Track usage over the die:
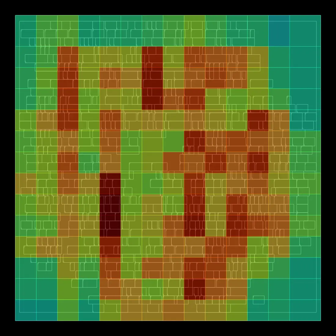
Cells by drive strength:
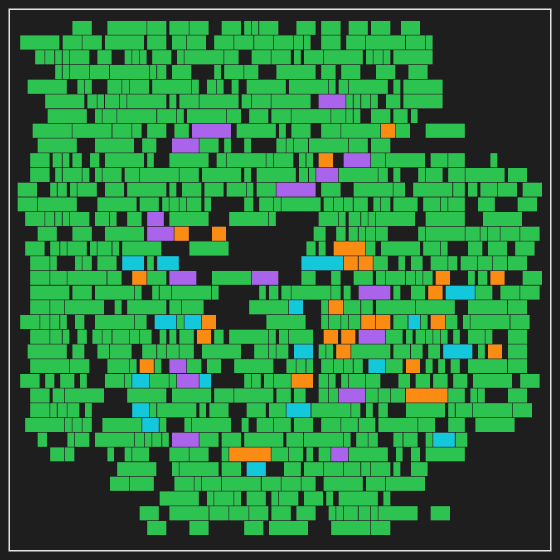
Cell density map:
Bar = 20 um. The die is cut into 10 by 10 equal tiles; dark blue is low, red is high, 0 to 100% covered.
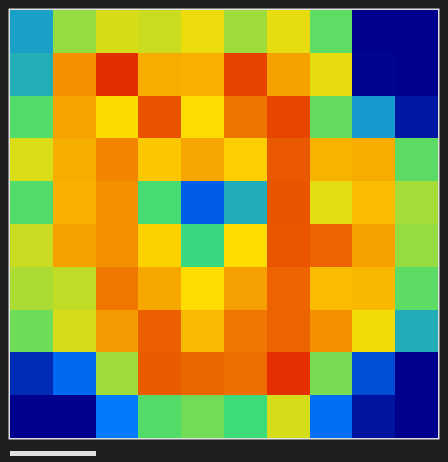
==> src/rtl/axis_trim_pkg.sv <==
// Shared types and widths for the AXI-Stream packet trimmer.
// Holds the trimmer FSM encoding and the counter/config widths.
package axis_trim_pkg;

  localparam int CFG_W  = 8;
  localparam int CNT_W  = 8;
  localparam int STAT_W = 16;

  localparam logic [CNT_W-1:0] CNT_SAT = '1;

  typedef enum logic [1:0] {
    ST_IDLE = 2'd0,
    ST_PASS = 2'd1,
    ST_DROP = 2'd2
  } trim_state_t;

endpackage

==> src/rtl/axis_skid_buffer.sv <==
// Two-entry skid buffer: registered in_ready, full throughput, no loss under back-pressure.
// The main register drives the output, and the skid register catches the beat in flight when a stall begins.
module axis_skid_buffer #(
  parameter int WIDTH = 25
) (
  input  logic             clk,
  input  logic             areset,
  input  logic [WIDTH-1:0] in_data,
  input  logic             in_valid,
  output logic             in_ready,
  output logic [WIDTH-1:0] out_data,
  output logic             out_valid,
  input  logic             out_ready
);

  logic [WIDTH-1:0] main_data;
  logic             main_valid;
  logic [WIDTH-1:0] skid_data;
  logic             skid_valid;

  always_ff @(posedge clk) begin
    if (areset) begin
      main_data  <= '0;
      main_valid <= 1'b0;
      skid_data  <= '0;
      skid_valid <= 1'b0;
    end else if (!skid_valid) begin
      if (!main_valid || out_ready) begin
        main_valid <= in_valid;
        if (in_valid) main_data <= in_data;
      end else if (in_valid) begin
        skid_valid <= 1'b1;
        skid_data  <= in_data;
      end
    end else if (out_ready) begin
      // Skid is full, so the upstream side is stalled and the skid beat moves into main.
      main_data  <= skid_data;
      skid_valid <= 1'b0;
    end
  end

  assign in_ready  = !skid_valid;
  assign out_data  = main_data;
  assign out_valid = main_valid;

endmodule

==> src/rtl/axis_pkt_trimmer.sv <==
// AXI-Stream packet trimmer: limits packets to a configurable beat count.
// Beats past the limit are dropped, and the last kept beat is forced to carry tlast.
module axis_pkt_trimmer
  import axis_trim_pkg::*;
#(
  parameter int DATA_WIDTH      = 16,
  parameter int KEEP_WIDTH      = 8,
  parameter int DEFAULT_MAX_LEN = 64
) (
  input  logic                  clk,
  input  logic                  areset,
  input  logic [CFG_W-1:0]      config_in_tdata,
  input  logic                  config_in_tvalid,
  output logic                  config_in_tready,
  input  logic [DATA_WIDTH-1:0] s_axis_tdata,
  input  logic [KEEP_WIDTH-1:0] s_axis_tkeep,
  input  logic                  s_axis_tlast,
  input  logic                  s_axis_tvalid,
  output logic                  s_axis_tready,
  output logic [DATA_WIDTH-1:0] m_axis_tdata,
  output logic [KEEP_WIDTH-1:0] m_axis_tkeep,
  output logic                  m_axis_tlast,
  output logic                  m_axis_tvalid,
  input  logic                  m_axis_tready,
  output logic [STAT_W-1:0]     pkt_count,
  output logic [STAT_W-1:0]     trunc_count,
  output trim_state_t           fsm_state
);

  localparam int BEAT_W = DATA_WIDTH + KEEP_WIDTH + 1;

  // Every port pair moves a beat only on a rising edge where valid and ready are both high;
  // a source holds its payload stable while valid is high and ready is low.

  trim_state_t       state_q;
  logic [CFG_W-1:0]  cfg_max;
  logic [CFG_W-1:0]  active_max;
  logic [CNT_W-1:0]  beat_cnt;
  logic [STAT_W-1:0] pkt_q;
  logic [STAT_W-1:0] trunc_q;
  logic              skid_in_ready;
  logic              accept;
  logic              fwd;
  logic              limit_hit;
  logic              last_out;
  logic [BEAT_W-1:0] skid_out;

  assign config_in_tready = !areset;
  assign s_axis_tready    = !areset && ((state_q == ST_DROP) || skid_in_ready);
  assign accept           = s_axis_tvalid && s_axis_tready;
  assign fwd              = accept && (state_q != ST_DROP);

  always_comb begin
    limit_hit = 1'b0;
    case (state_q)
      ST_IDLE: limit_hit = (cfg_max == CFG_W'(1));
      ST_PASS: limit_hit = (active_max != '0) &&
                           (({1'b0, beat_cnt} + 9'd1) == {1'b0, active_max});
      default: limit_hit = 1'b0;
    endcase
  end

  assign last_out = s_axis_tlast || limit_hit;

  always_ff @(posedge clk) begin
    if (areset) begin
      state_q    <= ST_IDLE;
      cfg_max    <= CFG_W'(DEFAULT_MAX_LEN);
      active_max <= CFG_W'(DEFAULT_MAX_LEN);
      beat_cnt   <= '0;
      pkt_q      <= '0;
      trunc_q    <= '0;
    end else begin
      if (config_in_tvalid) cfg_max <= config_in_tdata;
      if (fwd && last_out) pkt_q <= pkt_q + 16'd1;
      if (fwd && limit_hit && !s_axis_tlast) trunc_q <= trunc_q + 16'd1;
      if (accept) begin
        case (state_q)
          ST_IDLE: begin
            // The limit that is latched here uses cfg_max from before this edge's config write.
            active_max <= cfg_max;
            beat_cnt   <= CNT_W'(1);
            if (s_axis_tlast)   state_q <= ST_IDLE;
            else if (limit_hit) state_q <= ST_DROP;
            else                state_q <= ST_PASS;
          end
          ST_PASS: begin
            if (beat_cnt != CNT_SAT) beat_cnt <= beat_cnt + CNT_W'(1);
            if (s_axis_tlast)   state_q <= ST_IDLE;
            else if (limit_hit) state_q <= ST_DROP;
          end
          ST_DROP: begin
            if (s_axis_tlast) state_q <= ST_IDLE;
          end
          default: state_q <= ST_IDLE;
        endcase
      end
    end
  end

  axis_skid_buffer #(
    .WIDTH(BEAT_W)
  ) u_skid (
    .clk      (clk),
    .areset   (areset),
    .in_data  ({s_axis_tdata, s_axis_tkeep, last_out}),
    .in_valid (fwd),
    .in_ready (skid_in_ready),
    .out_data (skid_out),
    .out_valid(m_axis_tvalid),
    .out_ready(m_axis_tready)
  );

  assign m_axis_tdata = skid_out[BEAT_W-1 -: DATA_WIDTH];
  assign m_axis_tkeep = skid_out[KEEP_WIDTH:1];
  assign m_axis_tlast = skid_out[0];
  assign pkt_count    = pkt_q;
  assign trunc_count  = trunc_q;
  assign fsm_state    = state_q;

endmodule

==> config.mk <==
export PLATFORM = sky130hd
export DESIGN_NAME = axis_pkt_trimmer
export DESIGN_NICKNAME = d
export VERILOG_FILES = /design/src/rtl/axis_trim_pkg.sv /design/src/rtl/axis_skid_buffer.sv /design/src/rtl/axis_pkt_trimmer.sv
export SDC_FILE = /design/constraint.sdc
export NUM_CORES = 1
export LEC_CHECK = 0
export CAP_MARGIN = 20
export CORE_MARGIN = 1
export CORE_UTILIZATION = 52
export DETAILED_ROUTE_END_ITERATION = 12
export PLACE_DENSITY = 0.89
export SKIP_CTS_REPAIR_TIMING = 1
export SLEW_MARGIN = 40
export SYNTH_ARGS = -nofsm -noshare
export SYNTH_HDL_FRONTEND = slang
export SYNTH_SLANG_ARGS = --single-unit
==> constraint.sdc <==
create_clock -name clk -period 3.4 [get_ports clk]
set_clock_uncertainty 0.05 [all_clocks]
set_input_delay 0.85 -clock clk [delete_from_list [all_inputs] [get_ports clk]]
set_output_delay 0.85 -clock clk [all_outputs]
set_load 0.02 [all_outputs]
==> job_summary.md <==
## Synthesis and layout report

| Metric | Value |
|---|---|
| Clock Power | 0.779 mW |
| Worst path arrival time | 3.36 ns |
| # Cells Yosys | 573 |
| CTS tree | built |
| Clock Tree Buf Depth | 2 |
| Gpl congestion | 0.8639 |
| Main logic family | simple AND/OR/NAND/NOR gates |
| Nets@finish | 710 |
| DR iter-0 viols | roughly 200 |
| I/O pins | 100 |
| Internal power | 1.772 mW |
| Seq pwr | 1.36 mW |
| Startpoint Class | flop |
| Met1 Track Usage GR | 0.3107 |
| Max_cap viols | 0 |
| Sw Ratio | 0.2776 |
| N_diodes | 0 |
| OpenROAD warnings | 26 |
| Slowest-stage cell, CP | or4_1 |
| Clock network area share | 0.03077 |
| Place WS | 0.1197 ns |
| Pwr top | registers |
| Largest net degree at the start of global routing | slightly below 80 |
| Total combinational power | 0.313 mW |
| Worst slew pin tran | 0.7805 ns |
| Flip-flops with a built-in enable | 0 |
| Vias in the first global route | 4335 |
| Final setup vio count | 0 |
| Max-slew violations | 0 |
| Syn avg cell area | between 8 and 9 um2 |
| Met3 routed WL | 636 um |
| Crit path depth | 8 |
| Sequential power share | 0.555 |
| Reg2reg path depth | 8 |
| Critical Path RT | 3.62 ns |
| Outcome | finished, final reports clean |
| Multiplexer share of the synthesized area | 0.09347 |
| Total clock sinks | 110 |
| Post-synth seq share | 0.4422 |
| First-pass GRT wire length | 20170 um |
Notes on 'track usage over the die' above:
WL/cell: 15.18 um
busiest grt layer: met2
Util after Layout: 0.6909
GRT Total Usage: 0.2527
GR met3 Demand/Resource: 0.03900

Notes on 'cells by drive strength' above:
drive 1 or less: in green, cells 613, share 91%. drive 2: in cyan, cells 18, share 2.7%. drive 3 to 4: in orange, cells 26, share 3.9%. drive 6 and up: in purple, cells 17, share 2.5%.
bufs w/o clock: 121
final instance area: 6384 um2
Setup WS post-layout: 0.2605 ns
Area Overhead vs Synth: 28.19%

Notes on 'cell density map' above:
The fullest tile reaches 95%. 8.0% of the tiles are nearly empty. The mean over all tiles is 62%. The emptiest ninth of the die: upper right. 45% of the tiles are over 75% full.

state kept, by name, summed over array words and instances, names as in the netlist:
| name | count |
|---|---|
| fsm_state | 2 |
| u_skid.out_data | 25 |
| pkt_count | 16 |
| trunc_count | 16 |
| active_max | 8 |
| beat_cnt | 8 |
| u_skid.skid_data | 25 |
| cfg_max | 8 |
| u_skid.skid_valid | 1 |
| u_skid.out_valid | 1 |
worst paths after layout:
| check | from | end | slack (ns) |
|---|---|---|---|
| max reg2reg | beat_cnt[0]$_SDFFE_PP0P_ | trunc_count[14]$_SDFFE_PP0P_ | 0.26 |
| min | u_skid.skid_data[20]$_SDFFE_PP0P_ | u_skid.skid_data[20]$_SDFFE_PP0P_ | 0.42 |
| min reg2reg | u_skid.skid_data[20]$_SDFFE_PP0P_ | u_skid.skid_data[20]$_SDFFE_PP0P_ | 0.42 |
| max | beat_cnt[0]$_SDFFE_PP0P_ | trunc_count[14]$_SDFFE_PP0P_ | 0.26 |
cell usage after synthesis (3+ instances only):
cell / n / area (um2)
mux2_2: 3 / 33.78
ha_1: 3 / 37.54
clkbuf_1: 30 / 112.6
a21o_1: 6 / 45.04
a31o_2: 3 / 26.28
nor2_1: 73 / 274.0
nand2b_1: 5 / 31.28
a21oi_1: 47 / 235.2
o21ai_0: 12 / 60.06
nand2_1: 72 / 270.3
dfxtp_1: 110 / 2202
nor2b_1: 7 / 43.79
xnor2_1: 19 / 166.4
or4_1: 4 / 30.03
mux2i_1: 42 / 420.4
a211oi_1: 31 / 232.7
and3_1: 7 / 43.79
o41ai_1: 3 / 26.28
nand3_1: 19 / 95.09
nand4_1: 5 / 31.28
nor4_1: 4 / 25.02
o311ai_0: 3 / 26.28
inv_1: 11 / 41.29
o211ai_1: 5 / 37.54
Power figures rest on the tool's default switching activity, not on a simulated workload.
